**The metal 1 layer**

Cells faint in the background.
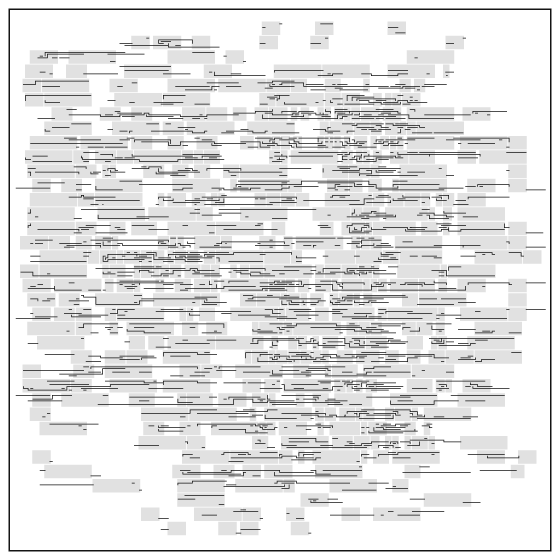
**Signal wires on met2**

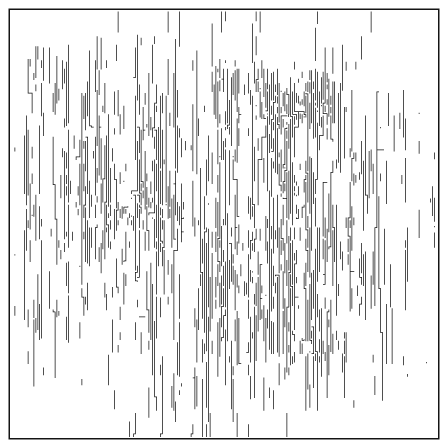
`src/rtl/convert_422_ctrl_pkg.sv`:
```
// convert_422_ctrl shared types.
// FSM states, parameter defaults and the registered-timing bundle.
package convert_422_ctrl_pkg;

  localparam int CNT_W_DEF       = 12;
  localparam int LOCK_FRAMES_DEF = 2;

  typedef enum logic [2:0] {
    ST_IDLE,
    ST_SEARCH,
    ST_MEASURE,
    ST_CHECK,
    ST_LOCKED
  } state_t;

  typedef struct packed {
    logic hs;
    logic vs;
    logic de;
    logic vs_rise;
    logic de_rise;
    logic de_fall;
  } sync_t;

endpackage

```
`src/rtl/convert_422_ctrl_edge_detect.sv`:
```
// First pipeline stage: registers raw timing.
// Edges are taken on the registered copies.
module video_edge_detect
  import convert_422_ctrl_pkg::*;
(
  input  logic  clk,
  input  logic  rst_n,
  input  logic  hsync_in,
  input  logic  vsync_in,
  input  logic  de_in,
  output sync_t sync
);

  logic hs_q;
  logic vs_q;
  logic de_q;
  logic vs_p;
  logic de_p;

  always_ff @(posedge clk or negedge rst_n) begin
    if (!rst_n) begin
      hs_q <= 1'b0;
      vs_q <= 1'b0;
      de_q <= 1'b0;
      vs_p <= 1'b0;
      de_p <= 1'b0;
    end else begin
      hs_q <= hsync_in;
      vs_q <= vsync_in;
      de_q <= de_in;
      vs_p <= vs_q;
      de_p <= de_q;
    end
  end

  always_comb begin
    sync         = '0;
    sync.hs      = hs_q;
    sync.vs      = vs_q;
    sync.de      = de_q;
    sync.vs_rise = vs_q & ~vs_p;
    sync.de_rise = de_q & ~de_p;
    sync.de_fall = ~de_q & de_p;
  end

endmodule

```
`src/rtl/convert_422_ctrl.sv`:
```
// Timing lock controller for the 4:4:4-to-4:2:2 path.
// Measures geometry, locks after stable frames, 2-cycle latency.
module convert_422_ctrl
  import convert_422_ctrl_pkg::*;
#(
  parameter int CNT_W       = CNT_W_DEF,
  parameter int LOCK_FRAMES = LOCK_FRAMES_DEF
) (
  input  logic             clk,
  input  logic             rst_n,
  input  logic             enable_in,
  input  logic             hsync_in,
  input  logic             vsync_in,
  input  logic             de_in,
  input  logic             clr_err_in,
  output logic             hsync_out,
  output logic             vsync_out,
  output logic             de_out,
  output logic             pair_phase_out,
  output logic             line_start_out,
  output logic             frame_start_out,
  output logic [CNT_W-1:0] active_width_out,
  output logic [CNT_W-1:0] active_height_out,
  output logic             locked_out,
  output logic             odd_width_out,
  output logic             timing_err_out
);

  localparam int MW = $clog2(LOCK_FRAMES + 1);
  localparam logic [CNT_W-1:0] CMAX = '1;

  sync_t s;

  state_t           state_q, state_n;
  logic [CNT_W-1:0] pix_q, pix_n;
  logic [CNT_W-1:0] line_q, line_n;
  logic [CNT_W-1:0] ref_w_q, ref_w_n;
  logic [CNT_W-1:0] cap_w_q, cap_w_n;
  logic [CNT_W-1:0] cap_h_q, cap_h_n;
  logic [MW-1:0]    match_q, match_n;
  logic             ref_ok_q, ref_ok_n;
  logic             arm_q, arm_n;
  logic             fp_q, fp_n;
  logic             ph_q, ph_n;
  logic             clr_q;

  logic [CNT_W-1:0] hgt;
  logic             sat_pix;
  logic             sat_line;
  logic             w_bad;
  logic             h_bad;
  logic             err_set;
  logic             err_n;
  logic             lock_n;
  logic             lock_entry;
  logic             fs;

  video_edge_detect u_edge (
    .clk      (clk),
    .rst_n    (rst_n),
    .hsync_in (hsync_in),
    .vsync_in (vsync_in),
    .de_in    (de_in),
    .sync     (s)
  );

  always_comb begin
    state_n  = state_q;
    pix_n    = pix_q;
    line_n   = line_q;
    ref_w_n  = ref_w_q;
    ref_ok_n = ref_ok_q;
    arm_n    = arm_q;
    cap_w_n  = cap_w_q;
    cap_h_n  = cap_h_q;
    match_n  = match_q;
    err_set  = 1'b0;

    sat_pix  = s.de & ~s.de_rise & (pix_q == CMAX);
    sat_line = s.de_rise & ~s.vs_rise & (line_q == CMAX);
    // a line still active at the boundary moves to the new frame
    hgt      = line_q - CNT_W'(s.de & ~s.de_rise);
    w_bad    = s.de_fall & (pix_q != cap_w_q);
    h_bad    = s.vs_rise & (hgt != cap_h_q);

    if (s.de_rise)
      pix_n = CNT_W'(1);
    else if (s.de && !sat_pix)
      pix_n = pix_q + CNT_W'(1);

    if (s.vs_rise)
      line_n = CNT_W'(s.de);
    else if (s.de_rise && !sat_line)
      line_n = line_q + CNT_W'(1);

    unique case (state_q)
      ST_IDLE: begin
        if (enable_in)
          state_n = ST_SEARCH;
      end
      ST_SEARCH: begin
        if (s.vs_rise) begin
          state_n  = ST_MEASURE;
          arm_n    = 1'b1;
          ref_ok_n = 1'b0;
        end
      end
      ST_MEASURE: begin
        if (s.de_fall && arm_q && !ref_ok_q) begin
          ref_w_n  = pix_q;
          ref_ok_n = 1'b1;
        end
        if (s.vs_rise) begin
          if (arm_q && ref_ok_q) begin
            cap_w_n = ref_w_q;
            cap_h_n = hgt;
            match_n = MW'(1);
            state_n = (LOCK_FRAMES <= 1) ? ST_LOCKED : ST_CHECK;
          end else begin
            arm_n    = 1'b1;
            ref_ok_n = 1'b0;
          end
        end
      end
      ST_CHECK: begin
        if (w_bad || h_bad) begin
          state_n  = ST_MEASURE;
          match_n  = '0;
          arm_n    = s.vs_rise;
          ref_ok_n = 1'b0;
        end else if (s.vs_rise) begin
          match_n = match_q + MW'(1);
          if (int'(match_q) + 1 >= LOCK_FRAMES)
            state_n = ST_LOCKED;
        end
      end
      ST_LOCKED: begin
        if (w_bad || h_bad) begin
          state_n  = ST_MEASURE;
          match_n  = '0;
          arm_n    = s.vs_rise;
          ref_ok_n = 1'b0;
          err_set  = 1'b1;
        end
      end
      default: state_n = ST_IDLE;
    endcase

    if ((sat_pix || sat_line) && state_q != ST_IDLE) begin
      state_n  = ST_MEASURE;
      match_n  = '0;
      arm_n    = 1'b0;
      ref_ok_n = 1'b0;
      err_set  = 1'b1;
    end

    if (!enable_in)
      state_n = ST_IDLE;
  end

  // new errors take priority over a same-cycle clear
  assign err_n      = err_set | (~clr_q & timing_err_out);
  assign lock_n     = (state_n == ST_LOCKED);
  assign lock_entry = lock_n & (state_q != ST_LOCKED);
  assign ph_n       = s.de & ~s.de_rise & ~ph_q;
  assign fs         = s.de_rise & (fp_q | s.vs_rise);
  assign fp_n       = s.vs_rise ? ~s.de_rise : (fp_q & ~s.de_rise);

  always_ff @(posedge clk or negedge rst_n) begin
    if (!rst_n) begin
      state_q  <= ST_IDLE;
      pix_q    <= '0;
      line_q   <= '0;
      ref_w_q  <= '0;
      ref_ok_q <= 1'b0;
      arm_q    <= 1'b0;
      cap_w_q  <= '0;
      cap_h_q  <= '0;
      match_q  <= '0;
      fp_q     <= 1'b0;
      ph_q     <= 1'b0;
      clr_q    <= 1'b0;
    end else begin
      state_q  <= state_n;
      pix_q    <= pix_n;
      line_q   <= line_n;
      ref_w_q  <= ref_w_n;
      ref_ok_q <= ref_ok_n;
      arm_q    <= arm_n;
      cap_w_q  <= cap_w_n;
      cap_h_q  <= cap_h_n;
      match_q  <= match_n;
      fp_q     <= fp_n;
      ph_q     <= ph_n;
      clr_q    <= clr_err_in;
    end
  end

  always_ff @(posedge clk or negedge rst_n) begin
    if (!rst_n) begin
      hsync_out         <= 1'b0;
      vsync_out         <= 1'b0;
      de_out            <= 1'b0;
      pair_phase_out    <= 1'b0;
      line_start_out    <= 1'b0;
      frame_start_out   <= 1'b0;
      active_width_out  <= '0;
      active_height_out <= '0;
      locked_out        <= 1'b0;
      odd_width_out     <= 1'b0;
      timing_err_out    <= 1'b0;
    end else begin
      hsync_out       <= s.hs;
      vsync_out       <= s.vs;
      de_out          <= s.de & lock_n;
      pair_phase_out  <= ph_n & lock_n;
      line_start_out  <= s.de_rise & lock_n;
      frame_start_out <= fs & lock_n;
      locked_out      <= lock_n;
      timing_err_out  <= err_n;
      if (lock_entry) begin
        active_width_out  <= cap_w_n;
        active_height_out <= cap_h_n;
        odd_width_out     <= cap_w_n[0];
      end
    end
  end

endmodule
```
`config.mk`:
```
export PLATFORM = sky130hd
export DESIGN_NAME = convert_422_ctrl
export DESIGN_NICKNAME = d
export VERILOG_FILES = /design/src/rtl/convert_422_ctrl_pkg.sv /design/src/rtl/convert_422_ctrl_edge_detect.sv /design/src/rtl/convert_422_ctrl.sv
export SDC_FILE = /design/constraint.sdc
export NUM_CORES = 1
export LEC_CHECK = 0
export CAP_MARGIN = 25
export CORE_MARGIN = 1.5
export CORE_UTILIZATION = 53
export DETAILED_ROUTE_END_ITERATION = 16
export PLACE_DENSITY = 0.81
export SLEW_MARGIN = 20
export SYNTH_ARGS = -nofsm -noshare
export SYNTH_HDL_FRONTEND = slang
export SYNTH_HIERARCHICAL = 1
export SYNTH_SLANG_ARGS = --single-unit
```
`constraint.sdc`:
```
create_clock -name clk -period 3.77 [get_ports clk]
set_input_delay 1.131 -clock clk [delete_from_list [all_inputs] [get_ports clk]]
set_output_delay 1.131 -clock clk [all_outputs]
set_load 0.005 [all_outputs]
```
==> ci_impl_report.md <==
## Implementation flow summary

| Metric | Value |
|---|---|
| Outcome | finished clean |
| Crit path buf inv count | 0 |
| Largest net degree at the start of global routing | 57 |
| Placed inst area | about 5700 um^2 |
| Slowest CP cell | or3b_2 |
| Commonest Layout Cell | dfrtp_1 |
| Switching power | 0.000864 W |
| Post-synth top area cell | dfrtp_1 |
| Die X-Extent | 103 um |
| Pwr dens | 457 nW/um^2 |
| Clk. pwr | 0.000685 W |
| Log Warnings | 26 |
| Adder share | 0.0138 |
| DP Worst Slack | 0.170 ns |
| CP peak stage delay | 0.50 ns |
| Sequential cell area | around 2700 um^2 |
| Number of nets with antenna violations after detailed routing | 0 |
| Synth-to-Final Area Change | 13.1% |
| Reg2reg setup slack | approximately 0.26 ns |
| Critical path data arrival time | 3.78 ns |
| Top comb family, area | simple AND/OR/NAND/NOR gates |
| Critical R2R Capture | active_width_out[6] |
| Register bit total from synthesis | 107 |
| CTS Root Cell | clkbuf_8 |
| CP delay by family, top | simple AND/OR/NAND/NOR gates |
| TNS Setup | 0 ns |
| Final Hold Viols | 0 |
| Post-synthesis cell type count | 59 |
| Pins Over Slew Limit | 0 |
| Final Total Pwr | 0.00273 W |
| Synth Instances | 445 |
| Drt wl/cell | roughly 16 um |
| Bufs on Longest Clock Path | 2 |
| Crit path capture type | flop |
| Maximum vdd ir drop | 245 uV |
| Critical Path Sink | active_width_out[6] |
| Top Consumer | registers |
| Area fraction in xor and xnor cells | 0.107 |
| Seq pwr | 0.00140 W |
| Cell count after placement | 601 |
| Max cap viols | 0 |
| CTS tree | done |
| Top cells by count | 107 x dfrtp_1, 43 x nor2_1, 30 x xnor2_1 |
| Synthesized area per cell | between 10 and 15 um^2 |
| DRT iter0 DRCs | 177 |
| IO Pins | about 40 |
| Fin nets | 492 |
| Seq share, synth | 0.508 |
| Top area contributor share | 0.508 |
| Total stage count of the critical path | 11 |
| Top cells by area | dfrtp_1 51%, mux2_2 6.0%, mux2_4 5.7% |
| Initial antenna violation count | 0 |
| Hold Worst Slack | 0.361 ns |
| First-pass iteration count of the detailed router | 5 |
| Critical Path, Cell by Cell | and2b_2 > nor2b_2 > ha_1 > or3b_2 > or3_4 > mux2i_2 > nand4_1 > o31ai_2 > and4b_2 > nand2_8 > mux2_4 |
| Reg-to-Reg Start | u_edge/de_q |
| Sw Share | 0.317 |
| Cell internal pwr | 0.00186 W |
| Post-Syn Nets | 457 |
| FMAX | about 280 MHz |
| Final core utilization | 0.613 |
| WHS Path Cells | 0 |
| DP HPWL | 7070 um |
| Layout cells sized above 1 | 0.208 |
| Cell Count, Final, Fillers Out | between 600 and 700 |
| Number of remaining DRC errors | 0 |
| Starting Density | 0.542 |
| CTS buffer count | 9 |
| Sequential Power Share | 0.513 |
| Gr ovfl total | 0 |
| Pleak | between 2 and 3 nW |
About 'the metal 1 layer':
The layer holds 42% of the routed length. 457 nets have wire on it. The wires run mostly horizontal.
WL final: 10200 um
total number of vias: 3463
grt met1 use: 0.269

About 'signal wires on met2':
The layer carries 5310 um of wire. The wires run mostly vertical. 444 nets have wire on it. The longest straight run is 45.9 um.
met2 Track Usage GR: 0.371

==> flip-flops by register name (all words and copies together), names as in the netlist, 2 cells and up <==
name               cells
cap_w_q               12
pix_q                 12
cap_h_q               12
state_q                3
line_q                12
active_width_out      12
ref_w_q               12
match_q                2
active_height_out     12
==> metal layers <==
layer,up-vias,share of wire,track usage
met5,-,0,0
met4,0,0.016,0.0520
met3,20,0.040,0.0468
met2,112,0.52,0.371
met1,1722,0.42,0.269
li1,1609,-,-
==> area by class of cell <==
cell class              count  area share
flip-flops and latches    107       0.449
clock inverters             7      0.0122
multi-input cells         300       0.401
repair buffers             52      0.0834
inverters                  10     0.00629
clock buffers               9      0.0208
well taps                 133      0.0279
==> repair_timing <==
action | in CTS | in global routing
endpoints found under the setup margin | 0 | 24
resized | 0 | 4
setup buffers | 0 | 1
No activity file was given, so power comes from the tool's default toggle rates.
